### Floorplan with the power grid

(8 px per µm) Pins as bars on the die edge.
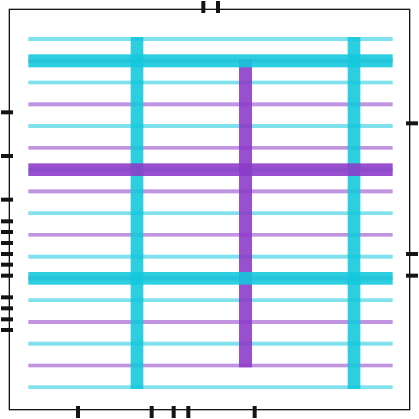
### Routing congestion map

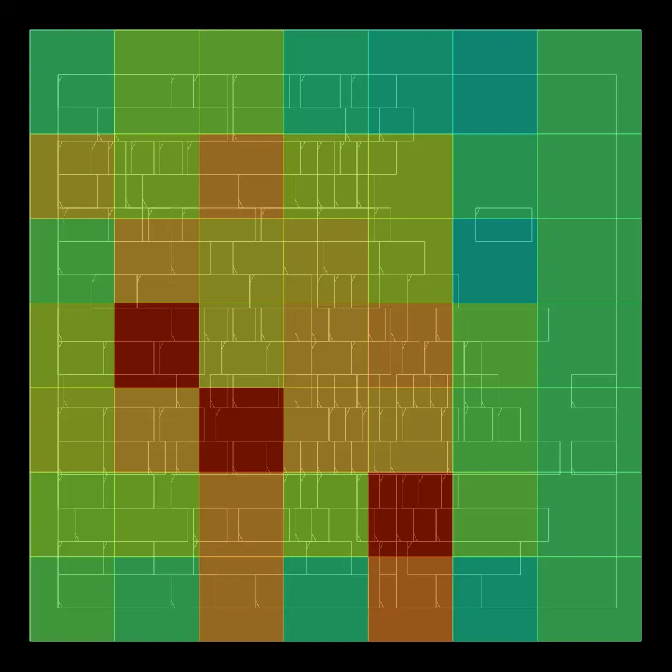
### Clock wires, drivers and flops

(12 px per µm)
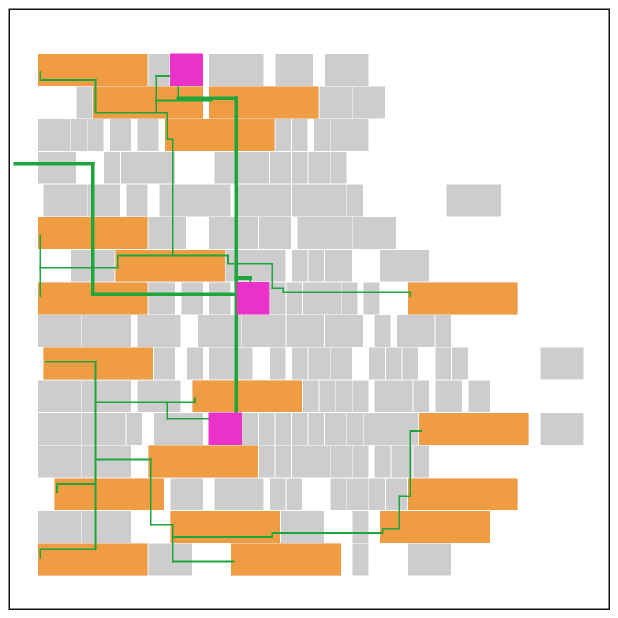
### Placed cells, one color a class

(10 px per µm) Fill, decap, tap and diode cells in gray.
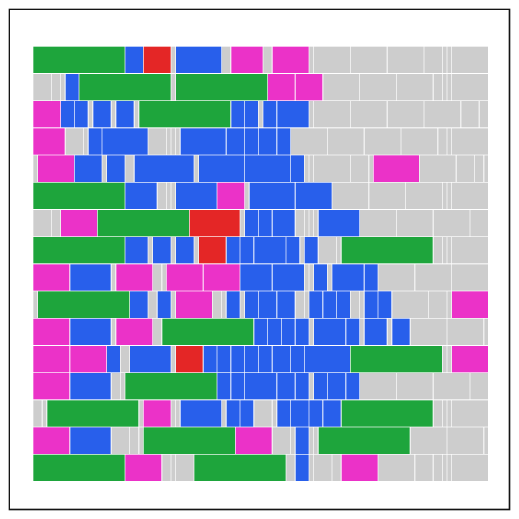
<file path="config.mk">
export PLATFORM = sky130hd
export DESIGN_NAME = ctrl_carga_anel
export DESIGN_NICKNAME = d
export VERILOG_FILES = /design/src/rtl/ctrl_carga_anel.sv
export SDC_FILE = /design/constraint.sdc
export NUM_CORES = 1
export LEC_CHECK = 0
export ABC_AREA = 1
export CAP_MARGIN = 20
export CORE_MARGIN = 2
export CORE_UTILIZATION = 49
export CTS_CLUSTER_DIAMETER = 200
export CTS_CLUSTER_SIZE = 14
export DETAILED_ROUTE_END_ITERATION = 10
export PLACE_DENSITY = 0.89
export SYNTH_ARGS = -nofsm -noshare
export SYNTH_HDL_FRONTEND = slang
export SYNTH_SLANG_ARGS = --single-unit
</file>
<file path="constraint.sdc">
create_clock -name ck -period 1.8 [get_ports ck]
set_input_delay 0.27 -clock ck [delete_from_list [all_inputs] [get_ports ck]]
set_output_delay 0.27 -clock ck [all_outputs]
set_load 0.01 [all_outputs]
</file>
<file path="src/rtl/ctrl_carga_anel.sv">
// -----------------------------------------------------------------------------
// ctrl_carga_anel
//
// Upstream sequencer for a 4-bit synchronous ring/shift register. On start it
// captures a load pattern and a burst count. It then repeats load-then-shift
// bursts: one load cycle followed by N_SHIFT shift cycles. The bursts stop when
// the programmed count is reached, or continue until stop when rep = 0.
//
// Ports:
//   ck         in   clock, rising edge
//   clr        in   asynchronous active-low reset
//   start      in   begin a sequence (sampled only in IDLE)
//   stop       in   synchronous abort (sampled in LOAD/SHIFT)
//   pat[3:0]   in   load pattern, captured on start
//   rep[3:0]   in   burst count, captured on start (0 = continuous)
//   ld         out  1 = shifter loads i_out on next edge, 0 = shifter shifts
//   i_out[3:0] out  captured load pattern presented to the shifter
//   busy       out  high in LOAD and SHIFT
//   done       out  one-cycle pulse when a sequence ends (normal or aborted)
//   burst_cnt  out  bursts completed in the current/last sequence
//
// All outputs come from registers or are decoded from the state register. No
// input reaches an output combinationally.
// -----------------------------------------------------------------------------
module ctrl_carga_anel #(
    parameter int N_SHIFT = 4,   // shift cycles per burst, legal 1..15
    parameter int CW      = 4    // shift counter / burst_cnt width
) (
    input  logic          ck,
    input  logic          clr,
    input  logic          start,
    input  logic          stop,
    input  logic [3:0]    pat,
    input  logic [3:0]    rep,
    output logic          ld,
    output logic [3:0]    i_out,
    output logic          busy,
    output logic          done,
    output logic [CW-1:0] burst_cnt
);

    typedef enum logic [1:0] {
        S_IDLE  = 2'd0,
        S_LOAD  = 2'd1,
        S_SHIFT = 2'd2,
        S_FIM   = 2'd3
    } state_t;

    localparam logic [CW-1:0] LP_TERM = CW'(N_SHIFT - 1);

    state_t        r_state;
    state_t        w_next;
    logic [3:0]    r_pat;
    logic [3:0]    r_rep;
    logic [CW-1:0] r_burst_cnt;
    logic [CW-1:0] r_shift_cnt;

    logic          w_term;
    logic          w_last;
    logic [CW-1:0] w_burst_inc;
    logic          w_ld;
    logic          w_busy;
    logic          w_done;

    // The last shift cycle of a burst. A burst is the final one only when a
    // finite count was programmed and this burst reaches it.
    assign w_term      = (r_state == S_SHIFT) && (r_shift_cnt == LP_TERM);
    assign w_burst_inc = r_burst_cnt + 1'b1;
    assign w_last      = (r_rep != 4'd0) && (w_burst_inc == CW'(r_rep));

    // State register
    always_ff @(posedge ck or negedge clr) begin
        if (!clr) begin
            r_state <= S_IDLE;
        end else begin
            r_state <= w_next;
        end
    end

    // Next-state logic
    always_comb begin
        w_next = r_state;
        case (r_state)
            S_IDLE: begin
                // stop is not looked at here, so start+stop still starts
                if (start) begin
                    w_next = S_LOAD;
                end
            end
            S_LOAD: begin
                w_next = stop ? S_FIM : S_SHIFT;
            end
            S_SHIFT: begin
                // an abort takes priority over the end of a burst
                if (stop) begin
                    w_next = S_FIM;
                end else if (w_term) begin
                    w_next = w_last ? S_FIM : S_LOAD;
                end
            end
            S_FIM: begin
                w_next = S_IDLE;
            end
            default: begin
                w_next = S_IDLE;
            end
        endcase
    end

    // Output decode (Moore)
    always_comb begin
        w_ld   = 1'b0;
        w_busy = 1'b0;
        w_done = 1'b0;
        case (r_state)
            S_LOAD: begin
                w_ld   = 1'b1;
                w_busy = 1'b1;
            end
            S_SHIFT: begin
                w_busy = 1'b1;
            end
            S_FIM: begin
                w_done = 1'b1;
            end
            default: begin
                w_ld   = 1'b0;
                w_busy = 1'b0;
                w_done = 1'b0;
            end
        endcase
    end

    // Capture registers and counters
    always_ff @(posedge ck or negedge clr) begin
        if (!clr) begin
            r_pat       <= 4'd0;
            r_rep       <= 4'd0;
            r_burst_cnt <= '0;
            r_shift_cnt <= '0;
        end else begin
            case (r_state)
                S_IDLE: begin
                    if (start) begin
                        r_pat       <= pat;
                        r_rep       <= rep;
                        r_burst_cnt <= '0;
                    end
                end
                S_LOAD: begin
                    r_shift_cnt <= '0;
                end
                S_SHIFT: begin
                    r_shift_cnt <= r_shift_cnt + 1'b1;
                    // An aborted burst is not counted. The count wraps in
                    // continuous mode.
                    if (w_term && !stop) begin
                        r_burst_cnt <= w_burst_inc;
                    end
                end
                default: begin
                    r_shift_cnt <= r_shift_cnt;
                end
            endcase
        end
    end

    assign ld        = w_ld;
    assign busy      = w_busy;
    assign done      = w_done;
    assign i_out     = r_pat;
    assign burst_cnt = r_burst_cnt;

endmodule
</file>
==> impl_metrics.toml <==
# yosys + openroad results
[finish]
logic_area_um2 = 520
combAreaFraction_pct = 38.6
final_cell_mix = "25 x nand2_1, 19 x clkdlybuf4s50_1, 18 x dfrtp_1"
drive_gt1_share_pct = 15.3
fin_cells = 171
non_clock_buffer_area_share_pct = 19.1
comb_cells = 82
n_all_buffers = 27
lay_top_count = "nand2_1"
clk_share_pct = 2.69
seq_cells = 18
dominant_cells = "combinational gates"
clkbuf_count = 4
seq_area_um2 = 450

[global_route]
grt_pass1_vias = 850
grt_max_degree = 19

[routing]
met1Wirelength_um = 896
drcViolationCount = 0
met2_length_um = 1100
topRoutingLayerUsed = "met4"
viasPerCell = 5.13
routed-wl-met3_um = 80
dr.pass1.iters = 4
vias = 878

[setup_path]
worstPathCellList = "clkdlybuf4s50_1"
r2r-end = "r_state[1]"
slowest_delay_ns = 0.59
worst_path_max_delay_cell = "clkdlybuf4s50_1"
crit_arrival_ns = 1.40
critPathCapture = "burst_cnt[0]"
crit_cells = 1
critPathLaunch = "burst_cnt[0]"
cp_max_fo = 8
end_kind = "output pin"

[sta]
maxSlewHeadroom_pct = 75.9
rsz0062_at_grt = "false"
fmax_mhz = 600
worst_pin_slew_ns = 0.360
fin_ws_ns = 0.132
finClkSkew_ns = 0.00615

[outcome]
status = "complete, no violations"

[pwr]
p_clk_share_pct = 12.6
p_clk_mw = 0.261
p_comb_mw = 1.12
finalPower_mw = 2.08
combPwrFrac_pct = 53.8
leakagePower_nw = 0.647
p_per_area_mw_per_mm2 = 1540
top_power_group = "combinational cells"
p_int_mw = 1.21
peakVddDrop_mv = 1.32

[clocking]
clockBufferDepth = 2
hold_buffers = 0
cts_num_sinks = 18
cts_tree = "done"
clock_latency_ns = 0.31

[run]
drv_cap = 0

[yosys]
synth-compound-area-share_pct = 9.47
synthXorXnorAreaFrac_pct = 1.70
netlist_area_mm2 = 0.00103
top_logic_kind = "simple AND/OR/NAND/NOR gates"
ys_sh_mux_pct = 6.55
yosys_warnings = 0
topCellsByArea = "dfrtp_1 44%, nand2_1 9.1%, ha_1 8.5%"
postSynthAreaPerCell_um2 = 9.04
ff_type = "dfrtp_1"
synthArstFlopShare_pct = 100
yosys_cells = 114

[floorplanning]
core-area_mm2 = 0.00198
dieArea_mm2 = 0.00249
num_rows = 16
fp-utilization_pct = 52.0

[placement]
port-buffer-count = 22
hpwl_um = 1630
gp_congestion = 0.829
placedCellCount = 166
placed_cell_area_mm2 = 0.00130

[worst_hold_path]
min_path_type = "in -> async"
## Picture notes: 'Floorplan with the power grid'
legend:
  VSS:
    color: cyan
  VDD:
    color: purple
met4 straps: 3
met1 rails: 17
met5 straps: 3
rows: 16
signal pins: 23

## Picture notes: 'Routing congestion map'
grt met1 use: 21.9%
met2 Usage GRT: 33.1%
Final Util: 68.0%
Top Usage Layer GRT: met2
wire length per cell: 12.5 µm

## Picture notes: 'Clock wires, drivers and flops'
legend:
  cells driving clock nets:
    color: magenta
    count: 3
  flip-flops:
    color: orange
    count: 18
  clock wires:
    color: green
    length: 242 µm
routed clock nets: 4
flops lie: spread over the die

## Picture notes: 'Placed cells, one color a class'
legend:
  clock drivers and dummy loads:
    color: red
    cells: 4
    share_of_their_area: 2.8%
  all other logic:
    color: blue
    cells: 95
    share_of_their_area: 43%
  flops:
    color: green
    cells: 18
    share_of_their_area: 34%
  other buffers and delay cells:
    color: magenta
    cells: 27
    share_of_their_area: 20%

